==> run_1/metal_stack.png <==
Only two layers are drawn.
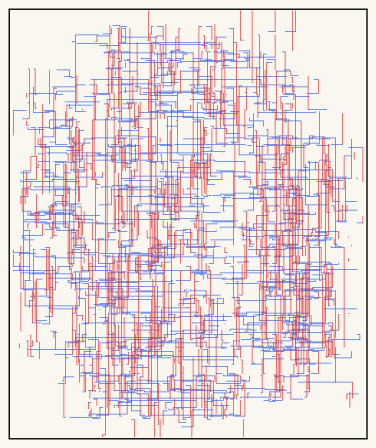
==> run_1/met4.png <==
Cells faint in the background.
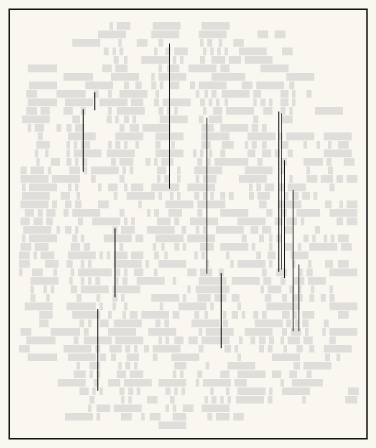
==> run_1/zoom.png <==
Region (73, 22) to (98, 47) um. Cells in grey, sequential cells in the stronger grey; small squares are vias.
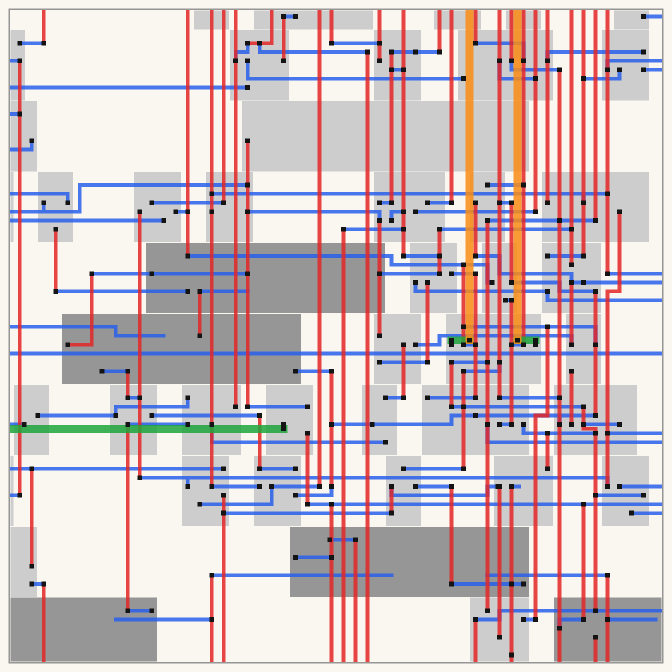
[src/rtl/keypad_scanner.sv]
// keypad_scanner: scans a 4x4 active-low key matrix, debounces it into a
// 16-bit button vector and queues key-press events on a valid/ready port.
// Ports:
//   clk, rst_n          clock, async active-low reset
//   col_n[3:0]          one-cold column drive
//   row_n[3:0]          active-low row sense (asynchronous)
//   buttons[15:0]       debounced state, bit = 4*row + col
//   key_valid/key_code  press event, held until key_ready
//   key_ready           consumer accepts the event
//   overrun             sticky, a press was dropped
module keypad_scanner #(
   parameter int SCAN_DIV       = 16384,
   parameter int SAMPLE_AT      = SCAN_DIV / 2,
   parameter int DEBOUNCE_SCANS = 4
) (
   input  logic        clk,
   input  logic        rst_n,
   output logic [3:0]  col_n,
   input  logic [3:0]  row_n,
   output logic [15:0] buttons,
   output logic        key_valid,
   output logic [3:0]  key_code,
   input  logic        key_ready,
   output logic        overrun
);

   localparam int DW = $clog2(SCAN_DIV);
   localparam int CW =
      (DEBOUNCE_SCANS > 1) ? $clog2(DEBOUNCE_SCANS) : 1;
   localparam logic [DW-1:0] DIV_LAST = DW'(SCAN_DIV - 1);
   localparam logic [DW-1:0] DIV_SAMP = DW'(SAMPLE_AT);
   localparam logic [CW-1:0] CNT_LAST = CW'(DEBOUNCE_SCANS - 1);

   logic [3:0]    sync1, sync2;
   logic [DW-1:0] div;
   logic [1:0]    col;
   logic [15:0]   raw, raw_nx;
   logic [15:0]   btn_q, btn_nx;
   logic [15:0]   pending, pending_nx;
   logic [15:0]   rise, clr;
   logic [CW-1:0] cnt    [16];
   logic [CW-1:0] cnt_nx [16];
   logic [3:0]    sel;
   logic          div_last, frame_end, take, load;

   assign div_last  = (div == DIV_LAST);
   assign frame_end = div_last && (col == 2'd3);
   assign col_n     = ~(4'b0001 << col);

   always_ff @(posedge clk or negedge rst_n) begin
      if (!rst_n) begin
         sync1 <= 4'b1111;
         sync2 <= 4'b1111;
      end else begin
         sync1 <= row_n;
         sync2 <= sync1;
      end
   end

   always_ff @(posedge clk or negedge rst_n) begin
      if (!rst_n) begin
         div <= '0;
         col <= '0;
      end else begin
         div <= div_last ? '0 : div + 1'b1;
         if (div_last)
            col <= col + 1'b1;
      end
   end

   // Only the four keys of the driven column are refreshed per sample.
   always_comb begin
      raw_nx = raw;
      for (int r = 0; r < 4; r++)
         raw_nx[{2'(r), col}] = ~sync2[r];
   end

   always_ff @(posedge clk or negedge rst_n) begin
      if (!rst_n)
         raw <= '0;
      else if (div == DIV_SAMP)
         raw <= raw_nx;
   end

   always_comb begin
      btn_nx = buttons;
      for (int k = 0; k < 16; k++)
         cnt_nx[k] = cnt[k];
      if (frame_end) begin
         for (int k = 0; k < 16; k++) begin
            if (raw[k] == buttons[k]) begin
               cnt_nx[k] = '0;
            end else if (cnt[k] == CNT_LAST) begin
               btn_nx[k] = raw[k];
               cnt_nx[k] = '0;
            end else begin
               cnt_nx[k] = cnt[k] + 1'b1;
            end
         end
      end
   end

   always_ff @(posedge clk or negedge rst_n) begin
      if (!rst_n) begin
         buttons <= '0;
         btn_q   <= '0;
         for (int k = 0; k < 16; k++)
            cnt[k] <= '0;
      end else begin
         buttons <= btn_nx;
         btn_q   <= buttons;
         for (int k = 0; k < 16; k++)
            cnt[k] <= cnt_nx[k];
      end
   end

   assign rise = buttons & ~btn_q;
   assign take = !key_valid || key_ready;
   assign load = take && (|pending);

   always_comb begin
      sel = '0;
      for (int i = 15; i >= 0; i--)
         if (pending[i])
            sel = 4'(i);
   end

   // A fresh press of the key being popped this cycle re-queues.
   assign clr        = load ? (16'd1 << sel) : '0;
   assign pending_nx = (pending & ~clr) | rise;

   always_ff @(posedge clk or negedge rst_n) begin
      if (!rst_n) begin
         pending   <= '0;
         key_valid <= 1'b0;
         key_code  <= '0;
         overrun   <= 1'b0;
      end else begin
         pending <= pending_nx;
         if (|(rise & pending & ~clr))
            overrun <= 1'b1;
         if (load) begin
            key_valid <= 1'b1;
            key_code  <= sel;
         end else if (key_valid && key_ready) begin
            key_valid <= 1'b0;
         end
      end
   end

endmodule
[config.mk]
export PLATFORM = sky130hd
export DESIGN_NAME = keypad_scanner
export DESIGN_NICKNAME = d
export VERILOG_FILES = /design/src/rtl/keypad_scanner.sv
export SDC_FILE = /design/constraint.sdc
export NUM_CORES = 1
export LEC_CHECK = 0
export CAP_MARGIN = 20
export CELL_PAD_IN_SITES_DETAIL_PLACEMENT = 1
export CELL_PAD_IN_SITES_GLOBAL_PLACEMENT = 2
export CORE_AREA = 2 2 112 135
export CTS_BUF_LIST = sky130_fd_sc_hd__clkbuf_2
export DETAILED_ROUTE_END_ITERATION = 12
export DIE_AREA = 0 0 114 137
export GPL_TIMING_DRIVEN = 0
export PLACE_DENSITY = 0.83
export SETUP_SLACK_MARGIN = 0.05
export SYNTH_ARGS = -nofsm -noshare
export SYNTH_HDL_FRONTEND = slang
export SYNTH_SLANG_ARGS = --single-unit
[constraint.sdc]
create_clock -name clk -period 2.8 [get_ports clk]
set_input_delay 0.56 -clock clk [delete_from_list [all_inputs] [get_ports clk]]
set_output_delay 0.56 -clock clk [all_outputs]
set_load 0.005 [all_outputs]
==> summary.txt, run 1 <==
Purpose: to document the outcome of synthesis and place and route.

Run status
The flow ran to the end, and the final reports show no timing, DRC or antenna violations.

Finish
Per the cell usage report, the commonest logic cells after layout are nand2_1, dfrtp_1, o21ai_0. By instance count after routing, the leading logic cell type is nand2_1. The final non-filler cell total is 801. The register name with the most flops is cnt.

For this run, the share of the core covered by cells in the final layout is 46.1%. The register with the most flip-flops in the layout has 32 of them. The area of all placed cells without fillers is 6580 um2. The layout cell share with drive strength beyond 1 is 11.3%.

The diode insertion count for antenna repair is 0.

Synthesis
The register share after synthesis is 56.5%. The post-synth count of flops with an enable pin is 0. After synthesis, the share of cell area in mux cells is 3.60%. In this run, the synthesized area fraction spent on and/or/nand/nor cells is recorded as 19.4%. Synthesis instantiated 47 different standard cells from the library. For reference, XOR and XNOR gates occupy 4.38% of the area reported after synthesis.

The primary flip-flop cell chosen by synthesis mapping is dfrtp_1. The synthesized netlist devotes 4.91% of its cell area to adder and majority cells. The Yosys chip area is 5600 um2. The net count of the mapped netlist is 586. Of the total synthesized cell area, the portion taken by AND-OR and OR-AND cells is 8.71%. In this run the cell area of the synthesized design comes to 5600 um2.

Per the Yosys statistics, synthesis produced 557 cells. The post-synth register bit count is 126. The mean instance size in the synthesized netlist is 10.1 um2. Counting the warning lines in the Yosys log gives 0. After synthesis, the share of flip-flops with an asynchronous set or reset is 100%.

Clocking
Clock-pin slew was measured on the worst setup and hold paths at 180 ps. The tree is rooted in a clkbuf_2. The TritonCTS buffer count is 17. The clock reaches the later pin of the worst-skew pair after 710 ps. The maximum root-to-sink buffer count is 2. TritonCTS built the clock tree. The level count of the clock H-tree is 4.

Final timing
Endpoints failing hold in the final report were tallied at 0. The max-slew check reports its worst relative slack as 30.2%. Of the available clock period, the critical path in the final layout requires 93.6%. Looking at the max-slew report, the worst-margin pin has a slew of 1040 ps.

Setup repair after global routing left no endpoint under its margin. The tightest hold margin is 255 ps. The final-layout setup total negative slack is 0 ps. Based on the critical path, the design can be clocked at up to 0.382 GHz.

The worst clock skew is 40.7 ps. The least setup slack across all paths after layout is 179 ps.

Detailed routing
Per the post-route antenna check, the number of violating nets is 0. The first detailed-routing pass ran for 4 iterations. The first routing iteration left 165 violations. The ratio of routed vias to standard cells is 5.20.

Die
According to the floorplan log, the row count is 48. The core region is 14300 um2. The floorplan step set the die width to 114 um. The chip occupies 15600 um2. The y dimension of the die is 137 um.

Critical path
OpenSTA lists the critical path startpoint as pending[0]$_DFF_PN0_. The worst register-to-register path ends at overrun$_DFFE_PN0P_. STA classifies the critical path startpoint as a flip-flop.

The critical path in this run is classified as reg2reg. In this design, the stage delay of the slowest critical-path cell is 530 ps. The total number of cells along the worst setup path is 8. The kind of cell with the highest combined delay on the critical path is simple AND/OR/NAND/NOR gates. Data arrives at the worst endpoint at 3210 ps. The buffer-and-inverter tally for the worst setup path is 1. The critical path data required time is 3390 ps. Looking at the reg2reg group, the worst path starts from pending[0]$_DFF_PN0_. The critical path's slowest cell is or4_4. The worst register-to-register path depth is 8.

Power and ir drop
Cell internal power was estimated by the tool at 3.03 mW. The highest supply drop recorded on VDD is 248 uV. The final power report lists total power as 4.44 mW. The portion of total power attributed to combinational logic is 23.8%. The static leakage power is 3.19 nW. Sequential cells account for 45.7% of the total power.

In this run the power density over the cells is 675 nW/um2. The power report attributes to the clock group a share of 30.5%. In this run the power spent charging and discharging nets is 1.41 mW.

Place
Per the detailed placement report, the placed cell area equals 6170 um2. The detailed placer reported the number of placed instances as 765. The sum of net half-perimeters after detailed placement is 10.1 mm. The weighted congestion at the end of routability-driven global placement is 0.874. As logged by OpenROAD, the buffers inserted on ports number 32.

Hold path
STA shows the worst min-delay path finishing at sync1[0]$_DFF_PN1_. In this run the most critical hold path is launched from row_n[0].

GRT
The via count of the first global-routing pass is 4538. The initial antenna violation count is 0. The pin count of the biggest net entering global routing is 85.

Global routing finished with a remaining overflow of 0.

Run
The tool warning count for the run is 30.
Back to the opening pictures, metal_stack.png:
colour	layer	wire length
blue	met1	5520 um
red	met2	7470 um
aggregate routed wire length: 13.7 mm
total via count in the routed design: 4167
per-cell routed wire length: 17.1 um
combined global-route utilization of all metal layers: 19.2%

Back to the opening pictures, met4.png:
nets with wire on the layer	8
longest straight run	51.0 um
share of all routed wire	2.9%
main direction	vertical

Back to the opening pictures, zoom.png:
colour	layer
green	met3
orange	met4
red	met2
blue	met1
sequential cells in the window	4
most frequent	o21ai_0 (7), dfrtp_1 (4)
netlist names of flops here include	pending (3), btn_q (1)
cells with their middle in the window	36

-- run 1: per-layer routing --
metal | vias up | global-route usage (%) | wire length (um)
met1 | 2089 | 21.3 | 5520
met4 | 0 | 7.79 | 396
li1 | 1996 | - | -
met2 | 53 | 34.9 | 7470
met3 | 29 | 4.78 | 346
met5 | - | 0 | 0
-- run 1: power by group through the flow --
stage                     Sequential, mW  Clock (mW)  Combinational (mW)
after detailed placement            2.06           0               0.910
final                               2.03        1.35                1.06
after CTS                           2.03        1.39               0.944
after global placement              2.06           0               0.890
after global routing                2.05        1.47                1.17
after floorplan                     2.03           0               0.568
-- run 1: repair_timing --
| action | 4_1_cts | 5_1_grt |
|---|---|---|
| resized | 7 | 17 |
| buffers inserted | 0 | 4 |
| pin swaps | 0 | 2 |
| endpoints found under the setup margin | 28 | 34 |
| gates cloned | 0 | 0 |
| hold endpoints to repair | 42 | 0 |
| hold buffers | 1 | 0 |
-- run 1: cell type report --
class / instances / area [um2]
Buffer: 12 / 65.1
Clock buffer: 19 / 95.1
Clock inverter: 13 / 196
Fill cell: 1649 / 7710
Inverter: 23 / 86.3
Multi-Input combinational cell: 395 / 2370
Sequential cell: 126 / 3160
Tap cell: 175 / 219
Timing Repair Buffer: 38 / 389
-- run 1: Yosys cell counts, drive strengths merged (6+ instances only) --
library cell  count  share of area [%]
clkbuf            8               0.54
o21ai            62                5.5
dfrtp           118                 53
nor3              6               0.54
inv              23                1.5
xor2             22                3.4
nand3            23                2.1
xnor2             6               0.94
nand2           130                8.7
nor2             39                2.6
dfstp             8                3.8
ha               22                4.9
mux2             17                3.4
a21oi            10               0.89
nor4              7                1.2
nand2b            7               0.78
==> run_1/pdn.png <==
The bar under the picture is 20 um long. Pins as bars on the die edge. Tap cells in grey.
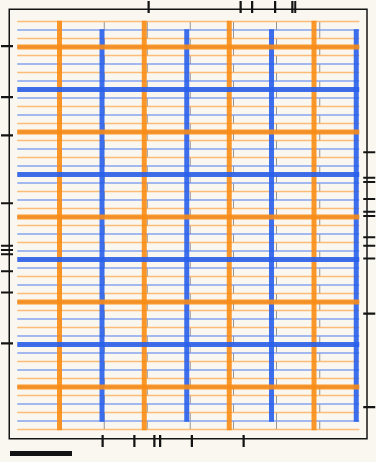

==> inputs of run 2 (changes only) <==
--- a/config.mk
+++ b/config.mk
@@ -8,12 +8,12 @@
 export CAP_MARGIN = 20
 export CELL_PAD_IN_SITES_DETAIL_PLACEMENT = 1
 export CELL_PAD_IN_SITES_GLOBAL_PLACEMENT = 2
-export CORE_AREA = 2 2 112 135
+export CORE_AREA = 2 2 117 142
 export CTS_BUF_LIST = sky130_fd_sc_hd__clkbuf_2
 export DETAILED_ROUTE_END_ITERATION = 12
-export DIE_AREA = 0 0 114 137
+export DIE_AREA = 0 0 119 144
 export GPL_TIMING_DRIVEN = 0
-export PLACE_DENSITY = 0.83
+export PLACE_DENSITY = 0.8
 export SETUP_SLACK_MARGIN = 0.05
 export SYNTH_ARGS = -nofsm -noshare
 export SYNTH_HDL_FRONTEND = slang
==> constraint.sdc (replaced) <==
create_clock -name clk -period 2.25 [get_ports clk]
set_input_delay 0.45 -clock clk [delete_from_list [all_inputs] [get_ports clk]]
set_output_delay 0.45 -clock clk [all_outputs]
set_load 0.005 [all_outputs]
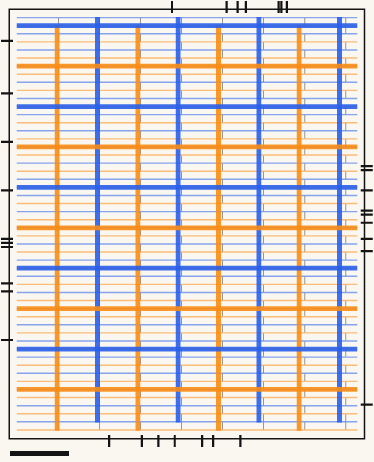
(run_2/pdn.png)
The bar under the picture is 20 um long. Pins as bars on the die edge. Tap cells in grey.
colour	net
orange	VSS
blue	VDD
met1 rails	52
tap cells	212
met5 straps	10
signal pins	33
Die Span X: 119 um
Std-Cell Core Area: 15900 um2

==> summary.txt, run 2 <==
Purpose: to document the outcome of synthesis and place and route.

GRT
The initial antenna violation count was 1. The via count of the first global-routing pass came to 4927. Entering global routing, the biggest net connects 73 pins. The overall global routing resource usage is 18.7%. The overflow left after global routing is 0. The global router reports that the layer with the highest usage is met2.

Detailed routing
The number of design-rule violations left by the first detailed-router iteration is 173. The total met2 wirelength after detailed routing is 8.24 mm. The ratio of routed vias to standard cells is 4.96.

The sum of met3 wire segment lengths after detailed routing is 392 um. Nets still carrying antenna violations after routing amount to 0. Detailed routing inserted a total of 4363 vias. The first-pass detailed-route iteration total is 4.

Power and ir drop
The analysis reports a worst IR drop on VDD of 387 uV. The design draws 5.81 mW.

Critical path
The required time at the worst endpoint is listed as 2840 ps. The buffer-and-inverter tally for the worst setup path is 1. The worst endpoint data arrival time is 3010 ps. Logic depth along the worst register-to-register path is recorded as 7. The largest stage delay on the critical path is 510 ps.

On the critical path the largest part of the delay comes from simple AND/OR/NAND/NOR gates. For reference, the most critical setup path is categorized as reg2reg. The critical path's slowest cell is or4_1. All stages included, the depth of the critical timing path comes to 7.

Synthesis
The top cell type by total area after synthesis is dfrtp_1. The primary flip-flop cell chosen by synthesis mapping is dfrtp_1. The number of enable-type register cells in the synthesized netlist is 0.

The Yosys chip area is 5600 um2. The mean instance size in the synthesized netlist is 10.1 um2. Sorting the synthesis cell report by count puts at the top nand2_1. The post-synth register bit count is 126.

The register share after synthesis is 56.5%. In the synthesized netlist, the cells that appear most often are nand2_1, dfrtp_1, o21ai_0. The top cell type's share of synthesized area is 52.7%. In this run the cell area of the synthesized design comes to 5600 um2.

The proportion of synthesized flip-flops having asynchronous set or reset is 100%. The number of cell instances after yosys synthesis is 557.

Final timing
The critical path in the final layout is reported with a setup slack of -164 ps. Setup repair after global routing could not meet its margin everywhere. Looking at the max-slew report, the worst-margin pin has a slew of 576 ps. The tightest hold margin is 131 ps. The final timing report counts setup violations totalling 1. The tightest slew margin relative to the limit is 61.3%. The share of the cycle needed by the critical path after routing is 107%.

Finish
The area of all placed cells without fillers is 7250 um2. In the finished design the tool counted flip-flops and latches totalling 126. The fraction of cell area in multi-input combinational cells is reported as 35.0%. After layout the signal buffers, clock cells excluded, come to 11.5% of cell area. The layout cell share with drive strength beyond 1 is 25.0%.

The final non-filler cell total is 880. Leaving out the clock tree, the finished layout contains a buffer count of 91. Looking at the area split, the leading class of cells is flip-flops and latches. The most frequent logic cell in the layout is nand2_1. Summing all multi-input logic gate instances after layout gives 2540 um2. The sequential cell area is 3190 um2. The sequential share of cell area is 43.9%. The fill cell instance count of the final layout is 1784. Per the layout report, the design carries 17 clock buffers. Counting flops per register, the top entry is cnt. 395 cells are multi-input combinational gates. The share of the core filled with cells is 45.6%.

Die
Tap insertion was completed with 212 tapcells. The chip footprint is 17100 um2.

Run status
The final reports fail on setup timing. The flow ran to the end, but the final reports show violations.

Clocking
The insertion delay of the later-clocked pin in the worst-skew pair is 730 ps. The TritonCTS buffer count is 17. The level count of the clock H-tree is 4.

Run
The stage-log warning count is 33.

Place
Port buffering added 32 buffers. Detailed placement reports a standard cell area of 6250 um2. At the end of routability-driven placement, the weighted congestion stood at 0.810.
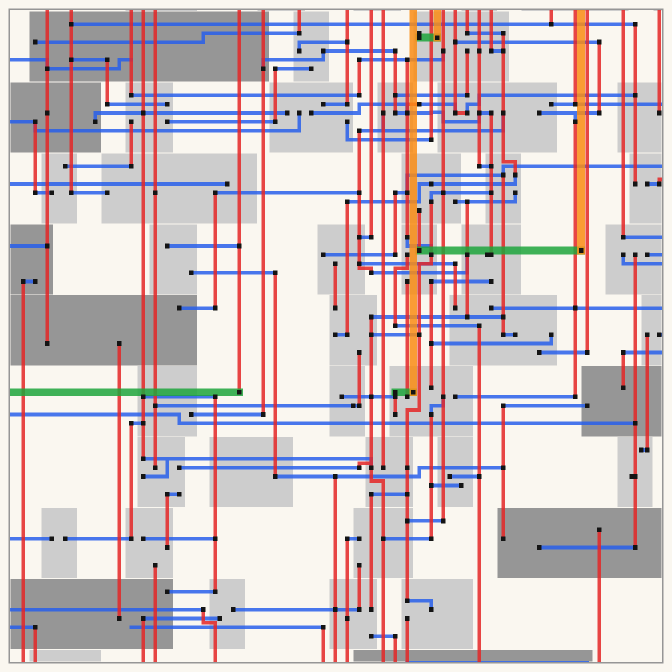
(run_2/zoom.png)
Region (77, 24) to (102, 49) um. Cells in grey, sequential cells in the stronger grey; small squares are vias.
colour	layer
orange	met4
blue	met1
red	met2
green	met3
cells with their middle in the window	36
sequential cells in the window	4
most frequent	o21ai_0 (7), inv_1 (6)
netlist names of flops here include	btn_q (2), pending (2)

==> run 2: cell counts after synthesis <==
No cell type changed its count.
==> run 2: repair_timing <==
| item | CTS | global route |
|---|---|---|
| setup buffers | 38 | 7 |
| pin swaps | 7 | 8 |
| gates resized | 93 | 31 |
| endpoints found under the hold margin | 54 | 0 |
| endpoints found under the setup margin | 88 | 61 |
| hold buffers | 1 | 0 |
==> run 2: final timing paths <==
path	slack [ps]	from	end
worst max-delay path	-160	pending[2]$_DFF_PN0_	overrun$_DFFE_PN0P_
worst min-delay path	130	row_n[3]	sync1[3]$_DFF_PN1_
worst max register to register	-160	pending[2]$_DFF_PN0_	overrun$_DFFE_PN0P_
worst min register to register	370	sync1[3]$_DFF_PN1_	sync2[3]$_DFF_PN1_
max in group asynchronous	1250	rst_n	sync1[2]$_DFF_PN1_
min in group asynchronous	230	rst_n	pending[8]$_DFF_PN0_
==> run 2: power by group <==
| group | total, mW | switching (mW) | internal (mW) | leakage, nW |
|---|---|---|---|---|
| sequential | 2.54 | 0.144 | 2.39 | 1.66 |
| combinational | 1.43 | 0.838 | 0.596 | 1.80 |
| clock | 1.84 | 0.893 | 0.947 | 0.170 |
| total | 5.81 | 1.88 | 3.94 | 3.63 |
==> run 2: cell families (layout without fill, tap and decap cells) <==
group | Yosys count | count (layout) | synth area share [%]
xor gates and xnor gates | 28 | 28 | 4.38
muxes | 18 | 18 | 3.60
DFF | 126 | 126 | 56.5
AOI/OAI and AO/OA | 87 | 87 | 8.71
adders and majority gates | 22 | 22 | 4.91
and+or+nand+nor | 240 | 240 | 19.4
buffers and inverters | 36 | 146 | 2.52
other | 0 | 1 | 0
Power is estimated from default activity; no workload was simulated.
